$ cat src/rtl/wb_present_pkg.sv
// Shared types for the PRESENT Wishbone register bank: register kinds, bit indices,
// FSM encoding and word-offset helpers for the register map.
package wb_present_pkg;

    typedef enum logic [1:0] {StIdle, StBusy, StDone} state_e;

    typedef enum logic [2:0] {
        RegNone,
        RegKey,
        RegPt,
        RegCt,
        RegCtrl,
        RegStatus
    } reg_kind_e;

    localparam int unsigned CtrlStart  = 0;
    localparam int unsigned CtrlIrqEna = 1;
    localparam int unsigned StatBusy   = 0;
    localparam int unsigned StatDone   = 1;
    localparam int unsigned StatWerr   = 2;

    function automatic int unsigned key_off(int unsigned k);
        return k;
    endfunction

    function automatic int unsigned pt_off(int unsigned kw, int unsigned d);
        return kw + d;
    endfunction

    function automatic int unsigned ct_off(int unsigned kw, int unsigned dw, int unsigned d);
        return kw + dw + d;
    endfunction

    function automatic int unsigned ctrl_off(int unsigned kw, int unsigned dw);
        return kw + 2 * dw;
    endfunction

    function automatic int unsigned status_off(int unsigned kw, int unsigned dw);
        return kw + 2 * dw + 1;
    endfunction

endpackage

$ cat src/rtl/wb_present_addr_dec.sv
// Combinational address decoder: byte address -> register kind, index within that
// kind, and error flag (misaligned, unmapped, or illegal write target).
module wb_present_addr_dec
    import wb_present_pkg::*;
#(
    parameter logic [31:0] BASE_ADDR  = 32'h3000_0000,
    parameter int unsigned KEY_WORDS  = 3,
    parameter int unsigned DATA_WORDS = 2
) (
    input  logic [31:0] adr_i,
    input  logic        we_i,
    input  logic        sel0_i,
    input  logic        dat0_i,
    output reg_kind_e   kind_o,
    output logic [31:0] idx_o,
    output logic        err_o
);

    logic [31:0] offset;
    logic [31:0] word;

    // BASE_ADDR is word aligned, so the offset's low bits are the address's low bits.
    assign offset = adr_i - BASE_ADDR;
    assign word   = {2'b00, offset[31:2]};

    always_comb begin
        kind_o = RegNone;
        idx_o  = '0;
        err_o  = 1'b0;
        if (word < pt_off(KEY_WORDS, 0)) begin
            kind_o = RegKey;
            idx_o  = word - key_off(0);
        end else if (word < ct_off(KEY_WORDS, DATA_WORDS, 0)) begin
            kind_o = RegPt;
            idx_o  = word - pt_off(KEY_WORDS, 0);
        end else if (word < ctrl_off(KEY_WORDS, DATA_WORDS)) begin
            kind_o = RegCt;
            idx_o  = word - ct_off(KEY_WORDS, DATA_WORDS, 0);
        end else if (word == ctrl_off(KEY_WORDS, DATA_WORDS)) begin
            kind_o = RegCtrl;
        end else if (word == status_off(KEY_WORDS, DATA_WORDS)) begin
            kind_o = RegStatus;
        end

        if (offset[1:0] != 2'b00 || kind_o == RegNone) begin
            err_o = 1'b1;
        end
        if (we_i && kind_o == RegCt) begin
            err_o = 1'b1;
        end
        // Attempting to set the read-only BUSY bit is rejected.
        if (we_i && kind_o == RegStatus && sel0_i && dat0_i) begin
            err_o = 1'b1;
        end
    end

endmodule

$ cat src/rtl/wb_present_regbank.sv
// Wishbone-classic register bank for the PRESENT core: key/plaintext storage, start
// handshake, ciphertext capture. Define WB_PRESENT_IRQ_EN to add irq_o and CTRL.IRQ_ENA.
module wb_present_regbank
    import wb_present_pkg::*;
#(
    parameter logic [31:0] BASE_ADDR  = 32'h3000_0000,
    parameter int unsigned KEY_WORDS  = 3,
    parameter int unsigned DATA_WORDS = 2
) (
    input  logic                       clk,
    input  logic                       reset,
    input  logic                       wb_cyc_i,
    input  logic                       wb_stb_i,
    input  logic                       wb_we_i,
    input  logic [3:0]                 wb_sel_i,
    input  logic [31:0]                wb_adr_i,
    input  logic [31:0]                wb_dat_i,
    output logic [31:0]                wb_dat_o,
    output logic                       wb_ack_o,
    output logic                       wb_err_o,
    output logic                       wb_stall_o,
    output logic [32*KEY_WORDS-1:0]    key_o,
    output logic [32*DATA_WORDS-1:0]   pt_o,
    output logic                       start_o,
    input  logic                       core_done_i,
    input  logic [32*DATA_WORDS-1:0]   ct_i
`ifdef WB_PRESENT_IRQ_EN
    ,
    output logic                       irq_o
`endif
);

    logic [KEY_WORDS-1:0][31:0]  key_q, key_d;
    logic [DATA_WORDS-1:0][31:0] pt_q, pt_d;
    logic [DATA_WORDS-1:0][31:0] ct_q, ct_d;
    state_e                      state_q, state_d;
    logic                        done_q, done_d;
    logic                        werr_q, werr_d;
    logic                        start_q, start_d;
    logic                        ack_q, ack_d;
    logic                        err_q, err_d;
    logic                        held_q, held_d;
    logic [31:0]                 dat_q, dat_d;
`ifdef WB_PRESENT_IRQ_EN
    logic                        irq_ena_q, irq_ena_d;
`endif

    reg_kind_e   dec_kind;
    logic [31:0] dec_idx;
    logic        dec_err;
    logic        req;
    logic        wr_ok;
    logic        rd_ok;
    logic        busy;

    wb_present_addr_dec #(
        .BASE_ADDR (BASE_ADDR),
        .KEY_WORDS (KEY_WORDS),
        .DATA_WORDS(DATA_WORDS)
    ) u_addr_dec (
        .adr_i (wb_adr_i),
        .we_i  (wb_we_i),
        .sel0_i(wb_sel_i[0]),
        .dat0_i(wb_dat_i[StatBusy]),
        .kind_o(dec_kind),
        .idx_o (dec_idx),
        .err_o (dec_err)
    );

    // held_q blocks a second response while the master keeps the same strobe up.
    assign req    = wb_cyc_i & wb_stb_i & ~ack_q & ~err_q & ~held_q;
    assign held_d = wb_cyc_i & wb_stb_i & (held_q | req);
    assign wr_ok  = req & wb_we_i & ~dec_err;
    assign rd_ok  = req & ~wb_we_i & ~dec_err;
    assign busy   = (state_q == StBusy);

    always_comb begin
        key_d   = key_q;
        pt_d    = pt_q;
        ct_d    = ct_q;
        state_d = state_q;
        done_d  = done_q;
        werr_d  = werr_q;
        start_d = 1'b0;
        ack_d   = req & ~dec_err;
        err_d   = req & dec_err;
        dat_d   = '0;
`ifdef WB_PRESENT_IRQ_EN
        irq_ena_d = irq_ena_q;
`endif

        if (rd_ok) begin
            unique case (dec_kind)
                RegKey: begin
                    for (int unsigned k = 0; k < KEY_WORDS; k++) begin
                        if (dec_idx == k) dat_d = key_q[k];
                    end
                end
                RegPt: begin
                    for (int unsigned d = 0; d < DATA_WORDS; d++) begin
                        if (dec_idx == d) dat_d = pt_q[d];
                    end
                end
                RegCt: begin
                    for (int unsigned d = 0; d < DATA_WORDS; d++) begin
                        if (dec_idx == d) dat_d = ct_q[d];
                    end
                end
                RegCtrl: begin
`ifdef WB_PRESENT_IRQ_EN
                    dat_d[CtrlIrqEna] = irq_ena_q;
`endif
                end
                RegStatus: begin
                    dat_d[StatBusy] = busy;
                    dat_d[StatDone] = done_q;
                    dat_d[StatWerr] = werr_q;
                end
                default: ;
            endcase
        end

        if (wr_ok) begin
            unique case (dec_kind)
                RegKey: begin
                    if (busy) begin
                        werr_d = 1'b1;
                    end else begin
                        for (int unsigned k = 0; k < KEY_WORDS; k++) begin
                            for (int unsigned b = 0; b < 4; b++) begin
                                if (dec_idx == k && wb_sel_i[b]) begin
                                    key_d[k][8*b+:8] = wb_dat_i[8*b+:8];
                                end
                            end
                        end
                    end
                end
                RegPt: begin
                    if (busy) begin
                        werr_d = 1'b1;
                    end else begin
                        for (int unsigned d = 0; d < DATA_WORDS; d++) begin
                            for (int unsigned b = 0; b < 4; b++) begin
                                if (dec_idx == d && wb_sel_i[b]) begin
                                    pt_d[d][8*b+:8] = wb_dat_i[8*b+:8];
                                end
                            end
                        end
                    end
                end
                RegCtrl: begin
                    if (wb_sel_i[0]) begin
                        if (wb_dat_i[CtrlStart] && !busy) begin
                            state_d = StBusy;
                            start_d = 1'b1;
                            done_d  = 1'b0;
                        end
`ifdef WB_PRESENT_IRQ_EN
                        irq_ena_d = wb_dat_i[CtrlIrqEna];
`endif
                    end
                end
                RegStatus: begin
                    if (wb_sel_i[0]) begin
                        if (wb_dat_i[StatDone]) done_d = 1'b0;
                        if (wb_dat_i[StatWerr]) werr_d = 1'b0;
                    end
                end
                default: ;
            endcase
        end

        // Placed last so a completion beats a same-cycle W1C of DONE.
        if (busy && core_done_i) begin
            ct_d    = ct_i;
            done_d  = 1'b1;
            state_d = StDone;
        end
    end

    always_ff @(posedge clk) begin
        if (reset) begin
            key_q   <= '0;
            pt_q    <= '0;
            ct_q    <= '0;
            state_q <= StIdle;
            done_q  <= 1'b0;
            werr_q  <= 1'b0;
            start_q <= 1'b0;
            ack_q   <= 1'b0;
            err_q   <= 1'b0;
            held_q  <= 1'b0;
            dat_q   <= '0;
`ifdef WB_PRESENT_IRQ_EN
            irq_ena_q <= 1'b0;
`endif
        end else begin
            key_q   <= key_d;
            pt_q    <= pt_d;
            ct_q    <= ct_d;
            state_q <= state_d;
            done_q  <= done_d;
            werr_q  <= werr_d;
            start_q <= start_d;
            ack_q   <= ack_d;
            err_q   <= err_d;
            held_q  <= held_d;
            dat_q   <= dat_d;
`ifdef WB_PRESENT_IRQ_EN
            irq_ena_q <= irq_ena_d;
`endif
        end
    end

    assign wb_dat_o   = dat_q;
    assign wb_ack_o   = ack_q;
    assign wb_err_o   = err_q;
    assign wb_stall_o = 1'b0;
    assign key_o      = key_q;
    assign pt_o       = pt_q;
    assign start_o    = start_q;
`ifdef WB_PRESENT_IRQ_EN
    assign irq_o = done_q & irq_ena_q;
`endif

endmodule

$ cat config.mk
export PLATFORM = sky130hd
export DESIGN_NAME = wb_present_regbank
export DESIGN_NICKNAME = d
export VERILOG_FILES = /design/src/rtl/wb_present_pkg.sv /design/src/rtl/wb_present_addr_dec.sv /design/src/rtl/wb_present_regbank.sv
export SDC_FILE = /design/constraint.sdc
export NUM_CORES = 1
export LEC_CHECK = 0
export ABC_AREA = 1
export CAP_MARGIN = 5
export CORE_MARGIN = 2
export CORE_UTILIZATION = 47
export DETAILED_ROUTE_END_ITERATION = 6
export GPL_ROUTABILITY_DRIVEN = 0
export PLACE_DENSITY = 0.85
export SLEW_MARGIN = 20
export SYNTH_ARGS = -nofsm -noshare
export SYNTH_HDL_FRONTEND = slang
export SYNTH_SLANG_ARGS = --single-unit
$ cat constraint.sdc
create_clock -name clk -period 4.1 [get_ports clk]
set_clock_uncertainty 0.2 [all_clocks]
set_input_delay 0.615 -clock clk [delete_from_list [all_inputs] [get_ports clk]]
set_output_delay 0.615 -clock clk [all_outputs]
set_load 0.02 [all_outputs]
==> results_slide.txt <==
Key Metrics from the Run

Outcome
  • Status: finished clean

CTS
  • CTS Root Cell: clkbuf_16
  • Clk pin slew, worst setup/hold paths: around 60 ps
  • Latency at later pin: roughly 550 ps
  • Sink Count: 264
  • PostCTS Resize Cnt: 0
  • TritonCTS clock tree: built

Final timing
  • Worst slew margin: ~43%
  • RSZ-0062 raised after global routing: false
  • Final worst slack: roughly 300 ps
  • Final slew viol count: 0
  • Post-route clock period utilization: between 90% and 100%

Detailed routing
  • Metal-1 WL: 19,500 um
  • DRC viols: 0
  • Highest Signal Layer: met4
  • DR vias: between 15,000 and 20,000
  • Met2 routed WL: 21,200 um
  • WL/cell: ~18 um

Place
  • Pre-CTS setup slack: -90.6 ps
  • IO Port Bufs: ~330

Logic synthesis
  • Top cells, area: dfxtp_1 (40%), nor2_1 (13%), nand2_1 (10%)
  • Ys flops: between 200 and 300
  • Floorplan Nets: 2,193
  • Chip Area, Yosys: between 10,000 and 15,000 sq um
  • # Cells Yosys: 2,050

Global routing
  • GRT Total Usage: 31.9%
  • Initial antenna violation count: 2
  • Vias in the first global route: between 10,000 and 15,000
  • Largest net degree at the start of global routing: around 190

Final layout
  • Share of cells above drive strength 1: 7.66%
  • Most frequent logic cell in the layout: nor2_1

Pwr
  • Logic pwr share: between 8 and 9%
  • P_sw: between 1 and 1.5 mW
  • Clock power share: between 40 and 50%
  • Pwr dens: 320 nW/um^2

Floorplan
  • Std-Cell Rows: about 60
  • Core Util at FP: around 48%
  • Die area: between 20,000 and 30,000 sq um

Worst setup path
  • CP max FO: 8
  • Reg2reg path depth: 8
  • CP cell instances: clkdlybuf4s50_1 -> inv_1 -> ha_1 -> inv_1 -> nand2_1 -> nand2_1 -> inv_1 -> o21ai_0 -> nand2_1 -> nor2_1 -> o21ai_0 -> nand3_1 -> nand2_1 -> nand2_1 -> nand2_2 -> nor2_4 -> nand2_2 -> nor2_1 -> nand3_1 -> o21ai_0 -> nor2_1
  • CP endpoint kind: flip-flop
-- cell usage after synthesis, drive strengths merged --
master   number
nor2        497
nand2       387
dfxtp       264
o21ai       260
nand3       257
inv         171
a21oi        75
clkbuf       53
buf          46
nand4        11
ha            5
nor3          5
a211oi        3
nand3b        3
o21a          3
xor2          3
o22ai         2
clkinv        1
conb          1
nor4          1
o2111ai       1
o21bai        1
-- critical path, delay by kind of cell --
family | cells | cell delay, ps
AOI/OAI and AO/OA | 3 | 660
adders and majority gates | 1 | 210
buffers and inverters | 4 | 870
and+or+nand+nor | 13 | 1660
-- how the worst min path moves through the flow --
stage                               start               endpoint  slack (ps)  cells after the start
finish              ct_q[21]$_SDFFE_PP0P_  ct_q[21]$_SDFFE_PP0P_         250                      2
global route        ct_q[21]$_SDFFE_PP0P_  ct_q[21]$_SDFFE_PP0P_         260                      2
CTS                 ct_q[21]$_SDFFE_PP0P_  ct_q[21]$_SDFFE_PP0P_         250                      2
detailed placement  ct_q[21]$_SDFFE_PP0P_  ct_q[21]$_SDFFE_PP0P_         240                      2
global placement    ct_q[12]$_SDFFE_PP0P_  ct_q[12]$_SDFFE_PP0P_         230                      2
floorplan             werr_q$_SDFFE_PP0P_    werr_q$_SDFFE_PP0P_         220                      2
-- power groups by stage --
stage,Clock [mW],Combinational (mW),Sequential (mW)
finish,2.74,0.480,2.57
CTS,2.76,0.468,2.57
detailed placement,0,0.464,2.62
global route,2.86,0.513,2.56
global placement,0,0.458,2.62
floorplan,0,0.221,2.62
-- layout make-up --
| class | count | area, sq um |
|---|---|---|
| Antenna cell | 2 | 5.00 |
| Clock buffer | 33 | 759 |
| Timing Repair Buffer | 373 | 3740 |
| Inverter | 172 | 648 |
| Fill cell | 2383 | 9740 |
| Sequential cell | 264 | 5290 |
| Clock inverter | 19 | 254 |
| Multi-Input combinational cell | 1515 | 6960 |
| Tap cell | 378 | 473 |
-- registers in the layout (all words and copies together), names as in the netlist --
name / cells
key_o: 96
pt_o: 64
wb_ack_o: 1
start_o: 1
held_q: 1
wb_err_o: 1
wb_dat_o: 32
state_q: 2
done_q: 1
werr_q: 1
ct_q: 64
-- layer usage --
| layer | up-vias | global-route usage, % |
|---|---|---|
| met5 | - | 0 |
| met1 | 6811 | 41.9 |
| met4 | 0 | 15.9 |
| met2 | 951 | 49.3 |
| li1 | 7204 | - |
| met3 | 162 | 7.10 |
-- kinds of logic after synthesis --
family,count (synthesis),share of synthesized area [%]
other,1,0.0282
and+or+nand+nor,1161,38.2
buffers and inverters,271,8.18
DFF,264,39.7
adders and majority gates,5,0.470
xor gates and xnor gates,3,0.197
AOI/OAI and AO/OA,345,13.3
-- through the flow --
stage / TNS (ps) / hold slack [ps] / instance area (sq um) / utilization (%) / std cells
floorplan: 0 / 224 / 13300 / - / 2050
global placement: -368 / 235 / 17100 / 61.4 / 2702
detailed placement: -3250 / 243 / 17100 / 61.4 / 2702
CTS: 0 / 250 / 18100 / 65.0 / 2754
global route: 0 / 262 / 18100 / 65.0 / 2756
finish: 0 / 252 / 18100 / 65.0 / 2756
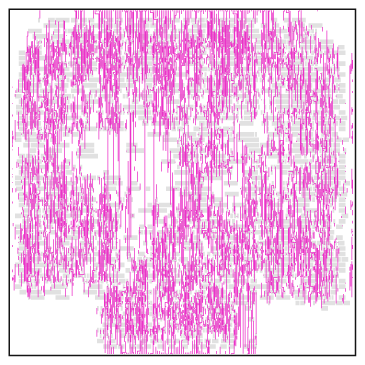
Fig. 1. The metal 2 layer.
Drawn at 2 px/um.
nets with wire on the layer = 1,951
longest straight run = 62.0 um
share of all routed wire = 43%
main direction = vertical
wire length on this layer = 21.2 mm
met2 global-route usage: 49.3%
drt total wl: 49,100 um

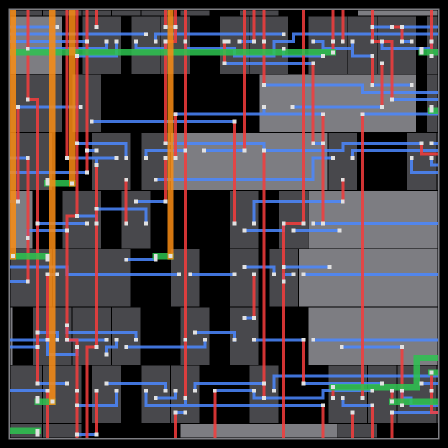
Fig. 2. A small window of the routed layout.
Window x 119 to 139, y 119 to 139 um. Cells in grey, sequential cells in the stronger grey; small squares are vias.
red -> metal 2
green -> metal 3
blue -> metal 1
orange -> metal 4
most frequent = nand2_1 (15), nand3_1 (7), dfxtp_1 (5)
sequential cells in the window = 5
netlist names of flops here include = `ct_q` (3), `wb_dat_o` (2)
cells with their middle in the window = 42

No activity file was given, so power comes from the tool's default toggle rates.
